[config.mk]
export PLATFORM = sky130hd
export DESIGN_NAME = seq_divider
export DESIGN_NICKNAME = d
export VERILOG_FILES = /design/src/rtl/seq_divider.sv
export SDC_FILE = /design/constraint.sdc
export NUM_CORES = 1
export LEC_CHECK = 0
export CAP_MARGIN = 20
export CORE_UTILIZATION = 40
export DETAILED_ROUTE_END_ITERATION = 12
export GPL_TIMING_DRIVEN = 1
export PLACE_DENSITY_LB_ADDON = 0.12
export SKIP_LAST_GASP = 1
export SLEW_MARGIN = 10
export SYNTH_ARGS = -nofsm -noshare
export SYNTH_HDL_FRONTEND = slang
export SYNTH_SLANG_ARGS = --single-unit
[constraint.sdc]
create_clock -name clock -period 4 [get_ports clock]
set_input_delay 0.4 -clock clock [delete_from_list [all_inputs] [get_ports clock]]
set_output_delay 0.4 -clock clock [all_outputs]
set_load 0.05 [all_outputs]
[src/rtl/seq_divider.sv]
// Multi-cycle restoring divider: one quotient bit per clock, signed/unsigned per operation.
// Optional macro DIV_EARLY_EXIT_EN: a zero divisor skips the iteration phase.
//
// state | meaning
// IDLE  | waiting for start; result outputs hold the last completion
// RUN   | one shift/subtract iteration per edge, WIDTH iterations total
// FIX   | sign correction / divide-by-zero override, raises done
module seq_divider #(
  parameter int WIDTH = 32,
  parameter int CNT_W = 6
) (
  input  logic               clock,
  input  logic               clear,
  input  logic               start,
  input  logic               signed_mode,
  input  logic [WIDTH-1:0]   dividend,
  input  logic [WIDTH-1:0]   divisor,
  output logic               busy,
  output logic               done,
  output logic [WIDTH-1:0]   quotient,
  output logic [WIDTH-1:0]   remainder,
  output logic [2*WIDTH-1:0] result,
  output logic               dbz
);

  typedef enum logic [1:0] {S_IDLE, S_RUN, S_FIX} state_t;

  state_t             state, state_nxt;
  logic [CNT_W-1:0]   counter;
  logic [WIDTH-1:0]   acc, q, dvs_mag, dvd_raw;
  logic               sign_q, sign_r, zero_div;

  logic               dvd_neg, dvs_neg;
  logic [WIDTH-1:0]   dvd_mag_in, dvs_mag_in;
  logic [WIDTH-1:0]   acc_sh, q_sh;
  logic [WIDTH:0]     diff;

  always_comb begin
    dvd_neg    = signed_mode & dividend[WIDTH-1];
    dvs_neg    = signed_mode & divisor[WIDTH-1];
    dvd_mag_in = dvd_neg ? (~dividend + WIDTH'(1)) : dividend;
    dvs_mag_in = dvs_neg ? (~divisor + WIDTH'(1)) : divisor;
    acc_sh     = {acc[WIDTH-2:0], q[WIDTH-1]};
    q_sh       = {q[WIDTH-2:0], 1'b0};
    // Extra top bit keeps the borrow visible for divisors >= 2^(WIDTH-1).
    diff       = {1'b0, acc_sh} - {1'b0, dvs_mag};
  end

  always_ff @(posedge clock) begin
    if (clear) state <= S_IDLE;
    else       state <= state_nxt;
  end

  always_comb begin
    state_nxt = state;
    case (state)
      S_IDLE: begin
        if (start) begin
`ifdef DIV_EARLY_EXIT_EN
          state_nxt = (divisor == '0) ? S_FIX : S_RUN;
`else
          state_nxt = S_RUN;
`endif
        end
      end
      S_RUN:   if (counter == CNT_W'(WIDTH-1)) state_nxt = S_FIX;
      S_FIX:   state_nxt = S_IDLE;
      default: state_nxt = S_IDLE;
    endcase
  end

  always_ff @(posedge clock) begin
    if (clear) begin
      counter   <= '0;
      acc       <= '0;
      q         <= '0;
      dvs_mag   <= '0;
      dvd_raw   <= '0;
      sign_q    <= 1'b0;
      sign_r    <= 1'b0;
      zero_div  <= 1'b0;
      quotient  <= '0;
      remainder <= '0;
      dbz       <= 1'b0;
      done      <= 1'b0;
    end else begin
      done <= 1'b0;
      case (state)
        S_IDLE: begin
          if (start) begin
            sign_q   <= signed_mode & (dividend[WIDTH-1] ^ divisor[WIDTH-1]);
            sign_r   <= dvd_neg;
            dvs_mag  <= dvs_mag_in;
            dvd_raw  <= dividend;
            zero_div <= (divisor == '0);
            acc      <= '0;
            q        <= dvd_mag_in;
            counter  <= '0;
          end
        end
        S_RUN: begin
          if (!diff[WIDTH]) begin
            acc <= diff[WIDTH-1:0];
            q   <= {q_sh[WIDTH-1:1], 1'b1};
          end else begin
            acc <= acc_sh;
            q   <= q_sh;
          end
          counter <= counter + CNT_W'(1);
        end
        S_FIX: begin
          if (zero_div) begin
            quotient  <= '1;
            remainder <= dvd_raw;
            dbz       <= 1'b1;
          end else begin
            quotient  <= sign_q ? (~q + WIDTH'(1)) : q;
            remainder <= sign_r ? (~acc + WIDTH'(1)) : acc;
            dbz       <= 1'b0;
          end
          done <= 1'b1;
        end
        default: ;
      endcase
    end
  end

  // done arrives while state is back in IDLE, so it extends busy by one cycle.
  assign busy   = (state != S_IDLE) | done;
  assign result = {remainder, quotient};

endmodule

==> results.sh <==
# flow metrics
export IMPL_cts_setup_buffers=0
export IMPL_synth_area_um2=12490
export IMPL_ys_cells=1625
export IMPL_power_frac_comb_pct=15.8
export IMPL_seq_cell_power_mw=2.20
export IMPL_setup_viol=0
export IMPL_worstSetupStartpointType="flop"
export IMPL_hold_depth=2
export IMPL_clk_share_pct=5.181
export IMPL_largest_class="multi-input combinational cells"
export IMPL_slew_viol_final=0
export IMPL_buf_share_pct=14.50
export IMPL_grt_util_met1_pct=29.69
export IMPL_wl_met3_um=1282
export IMPL_crit_type="reg2reg"
export IMPL_crit_path_end="acc[3]"
export IMPL_grtUsageMet3_pct=2.184
export IMPL_rsz0062_at_grt="false"
export IMPL_tightestPinTransition_ns=0.9788
export IMPL_fmax_mhz=322.8
export IMPL_rr_worst_depth=12
export IMPL_cts_tree="done"
export IMPL_tns_ns=0
export IMPL_cts_buffer_depth=3
export IMPL_ant_nets=0
export IMPL_syn_inst=1625
export IMPL_crit_cells=12
export IMPL_hpwl_um=26890
export IMPL_yosys_area_um2=12490
export IMPL_antennaDiodeCount=0
export IMPL_yosys_top_cells_area="dfxtp_1 (33%), a21oi_1 (6.5%), nand2_1 (6.4%), xor2_1 (5.6%), o21ai_0 (4.9%)"
export IMPL_avgSynthCellArea_um2=7.684
export IMPL_finalCritPeriodShare_pct=77.46
export IMPL_yosysTopAreaCellShare_pct=32.87
export IMPL_regArea_um2=4104
export IMPL_power_leader="sequential cells"
export IMPL_p_leak_nw=5.537
export IMPL_reg2reg_setup_slack_ns=0.90
export IMPL_drive_gt1_share_pct=4.875
export IMPL_status="finished, final reports clean"
export IMPL_crit_slowest_cell="dfxtp_1"
export IMPL_taps=396
export IMPL_die_area_um2=31920
export IMPL_n_all_inverters=52
export IMPL_core_rowCount=64
export IMPL_critPathLaunch="q[31]"
export IMPL_synthArstFlopShare_pct=0
export IMPL_clk_pin_slew_ns=0.06
export IMPL_hold_violations=0
export IMPL_reg2reg_to="acc[3]"
export IMPL_comb_cells=1203
export IMPL_initCoreUtil_pct=40.71
export IMPL_synth_edff_count=0
export IMPL_syn_num_nets=1732
export IMPL_worst_ep_required_time_ns=4.44
export IMPL_cpMostUsedCell="a21oi_1"
export IMPL_hold_start="clear"
export IMPL_cpLargestDelayFamily="AND-OR/OR-AND gates"
export IMPL_warnings=27
export IMPL_met1Wirelength_um=16810
export IMPL_grt_max_degree=73
## sequential cells by signal, summed over array words and instances (netlist names)
signal,cells
acc,32
dbz,1
counter,6
dvd_raw,32
dvs_mag,32
q,32
sign_r,1
done,1
state,2
quotient,32
zero_div,1
sign_q,1
remainder,32
## worst reg2reg max path: cells and delay by family, from the launching register on
kind,cells,cell delay [ns]
buf+inv,2,0.31
fa+ha+maj,2,0.60
compound gates,6,1.31
flops,1,0.43
simple gates,2,0.35
## cell families after synthesis
family | count (synthesis) | synth area share [%]
AOI/OAI and AO/OA | 523 | 26.17
xor gates and xnor gates | 138 | 9.680
adders and majority gates | 39 | 3.968
buffers and inverters | 217 | 8.478
DFF | 205 | 32.87
muxes | 10 | 0.8017
and+or+nand+nor | 493 | 18.04
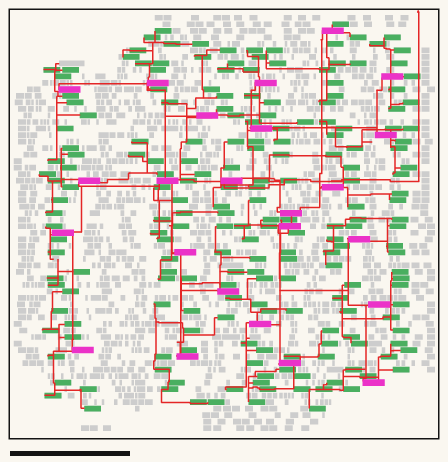
(clock distribution)
Bar = 50 um.
Key: red = clock wires [length 2860 um]; green = flip-flops [count 205]; magenta = clock drivers [count 24]
There are 25 routed clock nets.
P_clk: 2.19 mW
clk_skew: 0.01618 ns
Clock Latency Late Sink: 0.53 ns
Clock power frac: 41.9%

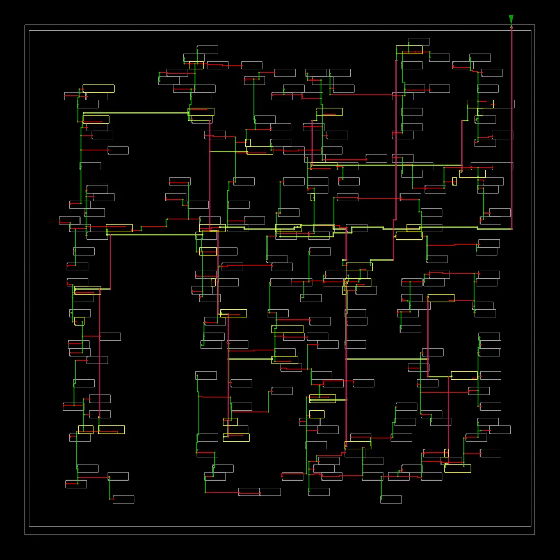
(clock wiring as the flow saved it)
seq_cells: 205
clk_buf instances: 34
CTS Sinks: 205
CTS Buf Count: 24

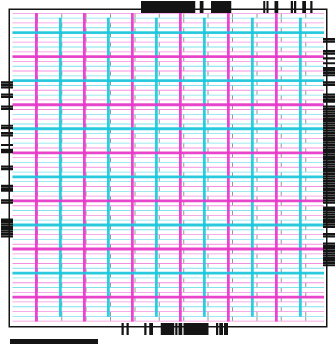
(supply network)
Bar = 50 um. Pins as bars on the die edge. Tap cells in grey.
Key: magenta = VSS; cyan = VDD
65 met1 rails follow the rows. 12 straps on met4.
DIE WIDTH: 178.7 um
chip height: 178.7 um
maximum VDD drop: 0.2866 mV

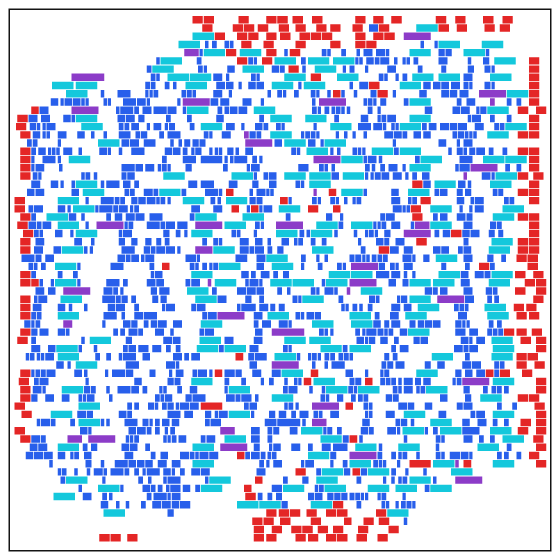
(cells coloured by class)
Key: red = remaining buffers and delay cells [cells 223, share of their area 15%]; purple = clock drivers and dummy loads [cells 40, share of their area 5.4%]; blue = combinational and other logic [cells 1255, share of their area 52%]; cyan = sequential cells [cells 205, share of their area 28%]
core area: 30670 um2
Seq/total area: 27.15%

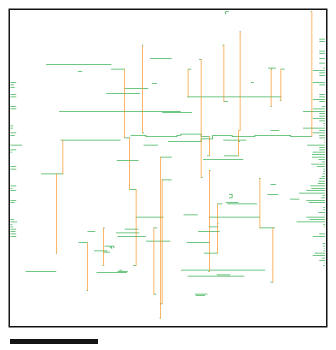
(signal wires by layer)
Bar = 50 um. Only two layers are drawn.
Key: orange = metal 4 [wire length 920 um]; green = metal 3 [wire length 1280 um]
post-detailed-route wirelength per cell: 17.02 um
Tot GR Track Use: 22.43%
Routed Wire Length: 36070 um
vias: 11620

Power is estimated from default activity; no workload was simulated.
